File: src/rtl/kernel_window_fetch.sv
// KxK neighbourhood fetcher: reads a clamped window around a centre pixel from
// single-port memory with RD_LAT read latency. Optional zero padding: KWIN_ZERO_PAD_EN.
module kernel_window_fetch #(
   parameter int unsigned IMG_W  = 256,
   parameter int unsigned IMG_H  = 256,
   parameter int unsigned K      = 3,
   parameter int unsigned DW     = 17,
   parameter int unsigned AW     = 16,
   parameter int unsigned RD_LAT = 1
) (
   input  logic              clk,
   input  logic              n_rst,
   input  logic              start,
   input  logic [AW-1:0]     center_row,
   input  logic [AW-1:0]     center_col,
   output logic              busy,
   output logic              err,
   output logic [AW-1:0]     mem_addr,
   output logic              mem_rd,
   input  logic [DW-1:0]     mem_data,
   output logic [K*K*DW-1:0] window,
   output logic              valid
);

   localparam int unsigned KK   = K * K;
   localparam int unsigned TW   = $clog2(KK);
   localparam int unsigned IW   = $clog2(K);
   localparam int unsigned SW   = AW + 1;
   localparam int unsigned HALF = (K - 1) / 2;

   localparam logic signed [SW-1:0] HALF_S    = SW'(HALF);
   localparam logic signed [SW-1:0] ROW_MAX_S = SW'(IMG_H - 1);
   localparam logic signed [SW-1:0] COL_MAX_S = SW'(IMG_W - 1);
   localparam logic [AW-1:0]        ROW_MAX   = AW'(IMG_H - 1);
   localparam logic [AW-1:0]        COL_MAX   = AW'(IMG_W - 1);

   localparam logic [1:0] S_IDLE  = 2'd0;
   localparam logic [1:0] S_ISSUE = 2'd1;
   localparam logic [1:0] S_DRAIN = 2'd2;

   logic [1:0]               state_q, state_d;
   logic                     busy_q, busy_d;
   logic                     err_q, err_d;
   logic                     valid_q, valid_d;
   logic                     mem_rd_q, mem_rd_d;
   logic [AW-1:0]            mem_addr_q, mem_addr_d;
   logic [KK*DW-1:0]         window_q, window_d;
   logic [AW-1:0]            ctr_row_q, ctr_row_d;
   logic [AW-1:0]            ctr_col_q, ctr_col_d;
   logic [TW-1:0]            tap_q, tap_d;
   logic [IW-1:0]            dy_q, dy_d;
   logic [IW-1:0]            dx_q, dx_d;
   logic [RD_LAT-1:0]        rdv_q, rdv_d;
   logic [RD_LAT-1:0][TW-1:0] rtap_q, rtap_d;
`ifdef KWIN_ZERO_PAD_EN
   logic [RD_LAT-1:0]        rpad_q, rpad_d;
   logic                     pad_c;
`endif

   logic signed [SW-1:0] r_s_c, c_s_c;
   logic                 r_lo_c, r_hi_c, c_lo_c, c_hi_c;
   logic [AW-1:0]        r_cl_c, c_cl_c;
   logic [AW-1:0]        addr_c;
   logic                 start_ok_c;
   logic                 cap_c;
   logic [TW-1:0]        cap_tap_c;
   logic [DW-1:0]        cap_data_c;

   // Neighbour coordinate of the current tap, clamped to the image (edge replication).
   always_comb begin
      r_s_c  = $signed({1'b0, ctr_row_q}) + $signed(SW'(dy_q)) - HALF_S;
      c_s_c  = $signed({1'b0, ctr_col_q}) + $signed(SW'(dx_q)) - HALF_S;
      r_lo_c = r_s_c[SW-1];
      c_lo_c = c_s_c[SW-1];
      r_hi_c = (r_s_c > ROW_MAX_S);
      c_hi_c = (c_s_c > COL_MAX_S);
      if (r_lo_c)      r_cl_c = '0;
      else if (r_hi_c) r_cl_c = ROW_MAX;
      else             r_cl_c = AW'(r_s_c);
      if (c_lo_c)      c_cl_c = '0;
      else if (c_hi_c) c_cl_c = COL_MAX;
      else             c_cl_c = AW'(c_s_c);
      addr_c = AW'((2*AW)'(r_cl_c) * (2*AW)'(IMG_W) + (2*AW)'(c_cl_c));
   end

`ifdef KWIN_ZERO_PAD_EN
   assign pad_c = r_lo_c | r_hi_c | c_lo_c | c_hi_c;
`endif

   assign start_ok_c = ({1'b0, center_row} < SW'(IMG_H)) &&
                       ({1'b0, center_col} < SW'(IMG_W));

   assign cap_c     = rdv_q[RD_LAT-1];
   assign cap_tap_c = rtap_q[RD_LAT-1];
`ifdef KWIN_ZERO_PAD_EN
   assign cap_data_c = rpad_q[RD_LAT-1] ? '0 : mem_data;
`else
   assign cap_data_c = mem_data;
`endif

   // Next-state, read issue, return tracking and capture.
   always_comb begin
      state_d    = state_q;
      busy_d     = busy_q;
      err_d      = 1'b0;
      valid_d    = 1'b0;
      mem_rd_d   = 1'b0;
      mem_addr_d = mem_addr_q;
      window_d   = window_q;
      ctr_row_d  = ctr_row_q;
      ctr_col_d  = ctr_col_q;
      tap_d      = tap_q;
      dy_d       = dy_q;
      dx_d       = dx_q;
      rdv_d      = '0;
      rtap_d     = '0;
`ifdef KWIN_ZERO_PAD_EN
      rpad_d     = '0;
`endif

      for (int unsigned i = 1; i < RD_LAT; i++) begin
         rdv_d[i]  = rdv_q[i-1];
         rtap_d[i] = rtap_q[i-1];
`ifdef KWIN_ZERO_PAD_EN
         rpad_d[i] = rpad_q[i-1];
`endif
      end

      for (int unsigned t = 0; t < KK; t++) begin
         if (cap_c && (cap_tap_c == TW'(t))) begin
            window_d[t*DW +: DW] = cap_data_c;
         end
      end

      case (state_q)
         S_IDLE: begin
            // busy is still high during the valid cycle, so a start there is ignored
            busy_d = 1'b0;
            if (start && !busy_q) begin
               if (start_ok_c) begin
                  ctr_row_d = center_row;
                  ctr_col_d = center_col;
                  tap_d     = '0;
                  dy_d      = '0;
                  dx_d      = '0;
                  busy_d    = 1'b1;
                  state_d   = S_ISSUE;
               end else begin
                  err_d = 1'b1;
               end
            end
         end

         S_ISSUE: begin
            mem_rd_d   = 1'b1;
            mem_addr_d = addr_c;
            rdv_d[0]   = 1'b1;
            rtap_d[0]  = tap_q;
`ifdef KWIN_ZERO_PAD_EN
            rpad_d[0]  = pad_c;
`endif
            if (tap_q == TW'(KK - 1)) begin
               state_d = S_DRAIN;
            end else begin
               tap_d = tap_q + TW'(1);
               if (dx_q == IW'(K - 1)) begin
                  dx_d = '0;
                  dy_d = dy_q + IW'(1);
               end else begin
                  dx_d = dx_q + IW'(1);
               end
            end
         end

         S_DRAIN: begin
            if (cap_c && (cap_tap_c == TW'(KK - 1))) begin
               valid_d = 1'b1;
               state_d = S_IDLE;
            end
         end

         default: begin
            state_d = S_IDLE;
            busy_d  = 1'b0;
         end
      endcase
   end

   always_ff @(posedge clk or negedge n_rst) begin
      if (!n_rst) begin
         state_q    <= S_IDLE;
         busy_q     <= 1'b0;
         err_q      <= 1'b0;
         valid_q    <= 1'b0;
         mem_rd_q   <= 1'b0;
         mem_addr_q <= '0;
         window_q   <= '0;
         ctr_row_q  <= '0;
         ctr_col_q  <= '0;
         tap_q      <= '0;
         dy_q       <= '0;
         dx_q       <= '0;
         rdv_q      <= '0;
         rtap_q     <= '0;
`ifdef KWIN_ZERO_PAD_EN
         rpad_q     <= '0;
`endif
      end else begin
         state_q    <= state_d;
         busy_q     <= busy_d;
         err_q      <= err_d;
         valid_q    <= valid_d;
         mem_rd_q   <= mem_rd_d;
         mem_addr_q <= mem_addr_d;
         window_q   <= window_d;
         ctr_row_q  <= ctr_row_d;
         ctr_col_q  <= ctr_col_d;
         tap_q      <= tap_d;
         dy_q       <= dy_d;
         dx_q       <= dx_d;
         rdv_q      <= rdv_d;
         rtap_q     <= rtap_d;
`ifdef KWIN_ZERO_PAD_EN
         rpad_q     <= rpad_d;
`endif
      end
   end

   assign busy     = busy_q;
   assign err      = err_q;
   assign valid    = valid_q;
   assign mem_rd   = mem_rd_q;
   assign mem_addr = mem_addr_q;
   assign window   = window_q;

endmodule

File: config.mk
export PLATFORM = sky130hd
export DESIGN_NAME = kernel_window_fetch
export DESIGN_NICKNAME = d
export VERILOG_FILES = /design/src/rtl/kernel_window_fetch.sv
export SDC_FILE = /design/constraint.sdc
export NUM_CORES = 1
export LEC_CHECK = 0
export ABC_AREA = 1
export CORE_UTILIZATION = 44
export DETAILED_ROUTE_END_ITERATION = 6
export PLACE_DENSITY = 0.76
export SYNTH_ARGS = -nofsm -noshare
export SYNTH_HDL_FRONTEND = slang
export SYNTH_SLANG_ARGS = --single-unit
File: constraint.sdc
create_clock -name clk -period 3.5 [get_ports clk]
set_input_delay 0.525 -clock clk [delete_from_list [all_inputs] [get_ports clk]]
set_output_delay 0.525 -clock clk [all_outputs]
set_load 0.005 [all_outputs]
**Metal 4**

Supply wires on this layer in grey.
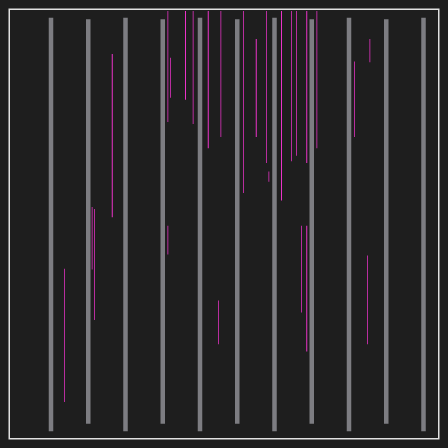
The layer holds 3.8% of the routed length. The wires run mostly vertical. 21 nets have wire on it.
vias after detailed routing: 8,764
sum of routed wire length over all layers: 26,700 um

**Cell sizes after repair**

Scale bar: 50 um.
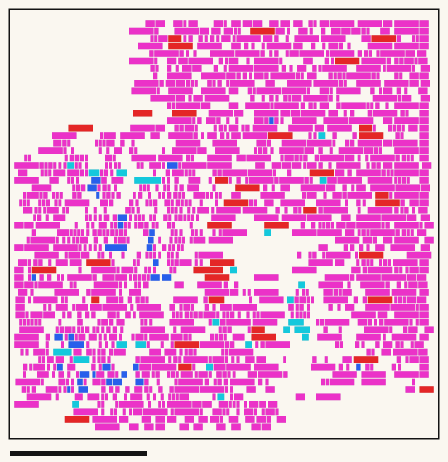
Key: blue = _2 cells [cells 31, share 2.1%, most used nand2_2]; red = _6 and larger [cells 36, share 2.5%, most used clkbuf_16]; magenta = _0 and _1 cells [cells 1,377, share 94%, most used nand2_1]; cyan = _3 and _4 cells [cells 23, share 1.6%, most used buf_4]
count of plain and timing-repair buffers: 236
area delta synth->final: 32.8%
final cell area excluding filler cells: 0.0138 mm^2

==> notes.md <==
Figures from the flow reports.

Outcome:
- The flow ran to the end, and the final reports show no timing, DRC or antenna violations.

Routing:
- The run gives the number of nets still failing antenna checks after routing as 0.
- The run puts the remaining design rule violation count at 0.
- The run puts the detailed-route wire length per cell at 15.0 um.
- The run gives the first-pass iteration count of the detailed router as 5.

Clock tree:
- CTS built an H-tree with a depth of 1.
- The run puts the clock net sink count at 219.
- The run gives the number of setup buffers added after CTS as 0.
- The tree is rooted in a clkbuf_16.
- The run puts the number of buffers on the longest clock path at 3.
- TritonCTS built the clock tree.

Yosys:
- The largest total area in the synthesized netlist belongs to dfrtp_1.
- The mapped netlist covers 0.0104 mm^2.
- The run gives the synthesized flop and latch total as roughly 220.
- The run puts the number of synthesis warnings at 0.
- The run puts the cell count in the Yosys report at 1,218.
- The gate-level netlist out of Yosys references around 40 unique cell types.
- The run puts the post-synthesis chip area from yosys at 0.0104 mm^2.
- By area the synthesized netlist is led by dfrtp_1, nand2_1, o21ai_0.
- The run gives the post-synthesis instance total as about 1,200.
- The run gives the area share of the largest cell type after synthesis as between 50% and 60%.
- The run gives the post-synthesis async set-or-reset flop share as 100%.
- The run gives the average size of a mapped cell as 8.56 um^2.
- Looking at the cell usage after synthesis, the top flip-flop cell is dfrtp_1.
- The run puts the sequential element share of the synthesized area at 52.6%.
- The synthesized design contains 0 enable-type register cells.

Final timing:
- Per the final timing report, the hold violations number 0.
- Setup repair after global routing left no endpoint under its margin.
- The run gives the period utilization as 91.1%.
- The run puts the slew at the pin closest to its max-slew limit at 1.19 ns.
- The run gives the shortest period the worst path allows as 3.19 ns.
- In the final report, the number of endpoints failing setup comes to 0.
- Static timing analysis puts the maximum clock frequency at about 310 MHz.
- Counting pins that exceed their max-slew limit in the final report gives 0.
- On the final layout, the worst clock skew is between 0.02 and 0.025 ns.
- The max-slew check reports its worst relative slack as 20.6%.

Power:
- Summed over all cells, the static leakage comes to 6.99 nW.
- The run puts the total power draw at 9.42 mW.
- The run gives the worst IR drop on VDD as 324 uV.

Floorplan:
- The run gives the area of the core as 0.0229 mm^2.
- The run gives the top-level I/O count as 225.
- After floorplanning, the die was sized to cover 0.0243 mm^2.
- The run puts the floorplan-stage core utilization at 45.5%.
- The run puts the die outline width at roughly 160 um.
- The run gives the height of the die as between 150 and 200 um.

Global routing:
- The run gives the maximum number of pins on one net before global-route repair as 97.
- The run puts the number of antenna violations at the first check in global routing at 0.
- The via count of the first global-routing pass came to 8,576.
- The run puts the residual overflow from global routing at 0.
- The run gives the total track usage as roughly 22%.
- The run puts the first-pass GRT wire length at 43,500 um.

Worst setup path:
- The run gives the endpoint class of the critical path as a flop.
- The most critical setup path has its endpoint at mem_addr[9].
- For reference, the most critical setup path is categorized as reg -> reg.
- STA classifies the critical path startpoint as a flop.
- Per the timing report, the biggest fanout along the worst path comes to 6.
- The data required time reported for the critical path is 3.91 ns.
- The run gives the launch point of the worst reg-to-reg path as ctr_row_q[1].
- Counting cells, the worst reg-to-reg path comes to 20.
- By instance count, the cell type seen most on the critical path is nand2_1.
- In this design, the largest share of critical-path delay is due to adder cells.
- The run gives the launch point of the critical path as ctr_row_q[1].
- Among all stages on the critical path, the largest delay is contributed by fa_1.

Cells and area:
- The most common logic cell in the final layout is nand2_1.
- Ranking logic cells in the layout by count gives the top entries nand2_1, clkdlybuf4s50_1, dfrtp_1.
- For this run, the script counts the antenna cells in the layout as 0.
- The run puts the share of final-layout standard cells stronger than drive strength 1 at 6.13%.
- The run gives the layout filler cell count as 1,981.

Placement:
- The run gives the post-DP HPWL as 19,600 um.
- The run gives the total cell area at the placement stage as 0.0130 mm^2.
- The run gives the number of input and output port buffers inserted as 224.
- The run gives the last weighted congestion value of the routability-driven placer as roughly 0.88.

Hold path:
- The tightest min-delay check is of the in -> async type.

Flow run:
- The run gives the OpenROAD warning count as 29.
**Register map, names as in the netlist**

Other sequential cells in the stronger grey, the rest of the logic in the fainter grey.
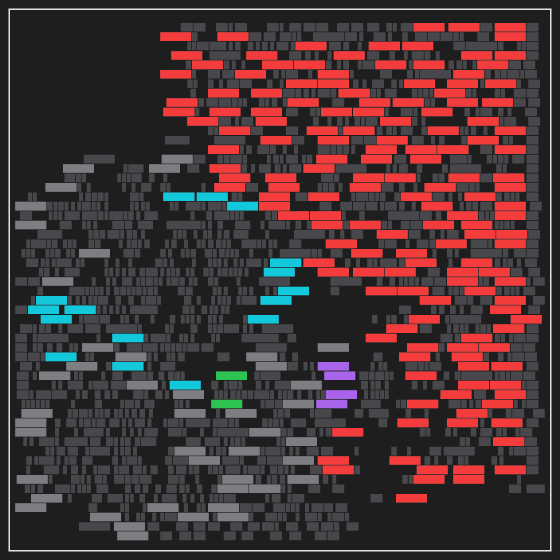
Key: red = window [flops 153]; green = dx_q [flops 2]; purple = cap_tap_c [flops 4]; cyan = ctr_row_q [flops 16]
Another 44 sequential cells are not coloured.
Util after Layout: 60.4%
flop share of the area: 39.6%
sequential standard cell area: 0.00548 mm^2

**The clock network**

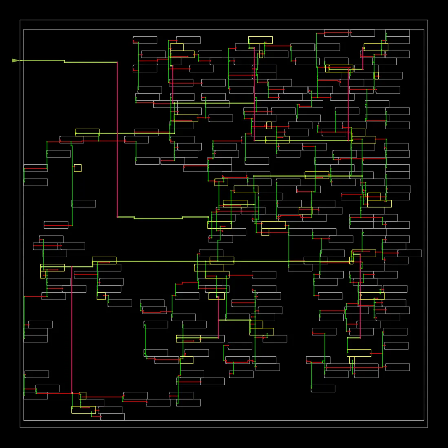
Clock Latency Late Sink: 0.52 ns
Num CTS Buffers: 24
layout clock buffer count: 35

==> final cells by class <==
cell class                      count  area share [%]
Timing Repair Buffer              236            17.0
Clock buffer                       35            5.14
Tap cell                          313            2.83
Clock inverter                      9           0.669
Sequential cell                   219            39.6
Multi-Input combinational cell    805            30.4
Inverter                          163            4.42
==> Yosys cell counts (all sizes together) (2+ instances only) <==
cell type,count
a31oi,3
nor2,102
xor2,18
inv,163
xnor2,6
o21ai,139
fa,3
nand4,8
dfrtp,219
o21bai,4
nor3,9
and2,2
nand2,316
nand3,54
nand3b,3
buf,3
ha,46
clkbuf,35
a21oi,77
==> worst min-delay path by stage <==
stage / slack [ns] / cells after the start / endpoint
floorplan: 0.23 / 0 / busy
global placement: 0.46 / 2 / mem_addr[0]
detailed placement: 0.47 / 2 / mem_addr[0]
CTS: 0.07 / 1 / window[98]
global route: 0.11 / 1 / window[31]
finish: 0.04 / 1 / window[71]
==> per-stage QoR <==
step | std cells | hold WS (ns) | setup WS (ns)
after global routing | 1780 | 0.106 | 0.0438
after detailed placement | 1736 | 0.466 | 0.242
after CTS | 1780 | 0.0673 | 0.245
final | 1780 | 0.0376 | 0.312
after floorplan | 1225 | 0.229 | 0.523
after global placement | 1736 | 0.463 | 0.361
==> repair_timing <==
action | 4_1_cts | 5_1_grt
setup endpoints to repair | 0 | 1
gates resized | 0 | 1
hold buffers | 0 | 0
==> kinds of logic after synthesis <==
| group | synth area share (%) |
|---|---|
| AND-OR/OR-AND | 11.4 |
| XOR/XNOR | 2.27 |
| adder cells (fa/ha/maj) | 6.10 |
| buffers and inverters | 7.43 |
| flip-flops | 52.6 |
| other | 0.0360 |
| AND/OR/NAND/NOR | 20.2 |
==> worst register-to-register path: stages, from the launching register on <==
cell	delay, ns
dfrtp_1	0.33
inv_1	0.06
ha_1	0.28
inv_1	0.04
ha_1	0.24
fa_2	0.39
nand3_1	0.09
nand3_1	0.13
nand3_1	0.13
nand3_1	0.08
nand2_1	0.07
nand2_1	0.05
inv_1	0.04
nand2_1	0.07
nor2_4	0.16
nand2_1	0.11
o21ai_1	0.14
inv_1	0.09
fa_1	0.48
nand2_1	0.08
nand2_1	0.04
==> power by group <==
part | internal, mW | leakage [nW] | total (mW) | switching (mW)
logic | 1.75 | 4.28 | 3.23 | 1.48
clock network | 1.49 | 0.389 | 2.48 | 0.992
registers | 3.28 | 2.32 | 3.71 | 0.428
total | 6.53 | 6.99 | 9.42 | 2.90
==> registers in the layout, summed over array words and instances (netlist names), 2 cells and up <==
register	flops
mem_addr	16
dy_q	2
cap_tap_c	4
state_q	2
tap_q	4
ctr_row_q	16
window	153
ctr_col_q	16
dx_q	2
==> per-layer routing <==
layer	share of wire, %	global-route usage (%)	vias to the layer above
met5	0	0	-
met4	3.8	8.82	0
met3	6.1	3.17	55
met2	47	37.8	274
met1	43	29.2	4100
li1	-	-	4335
Power is estimated from default activity; no workload was simulated.
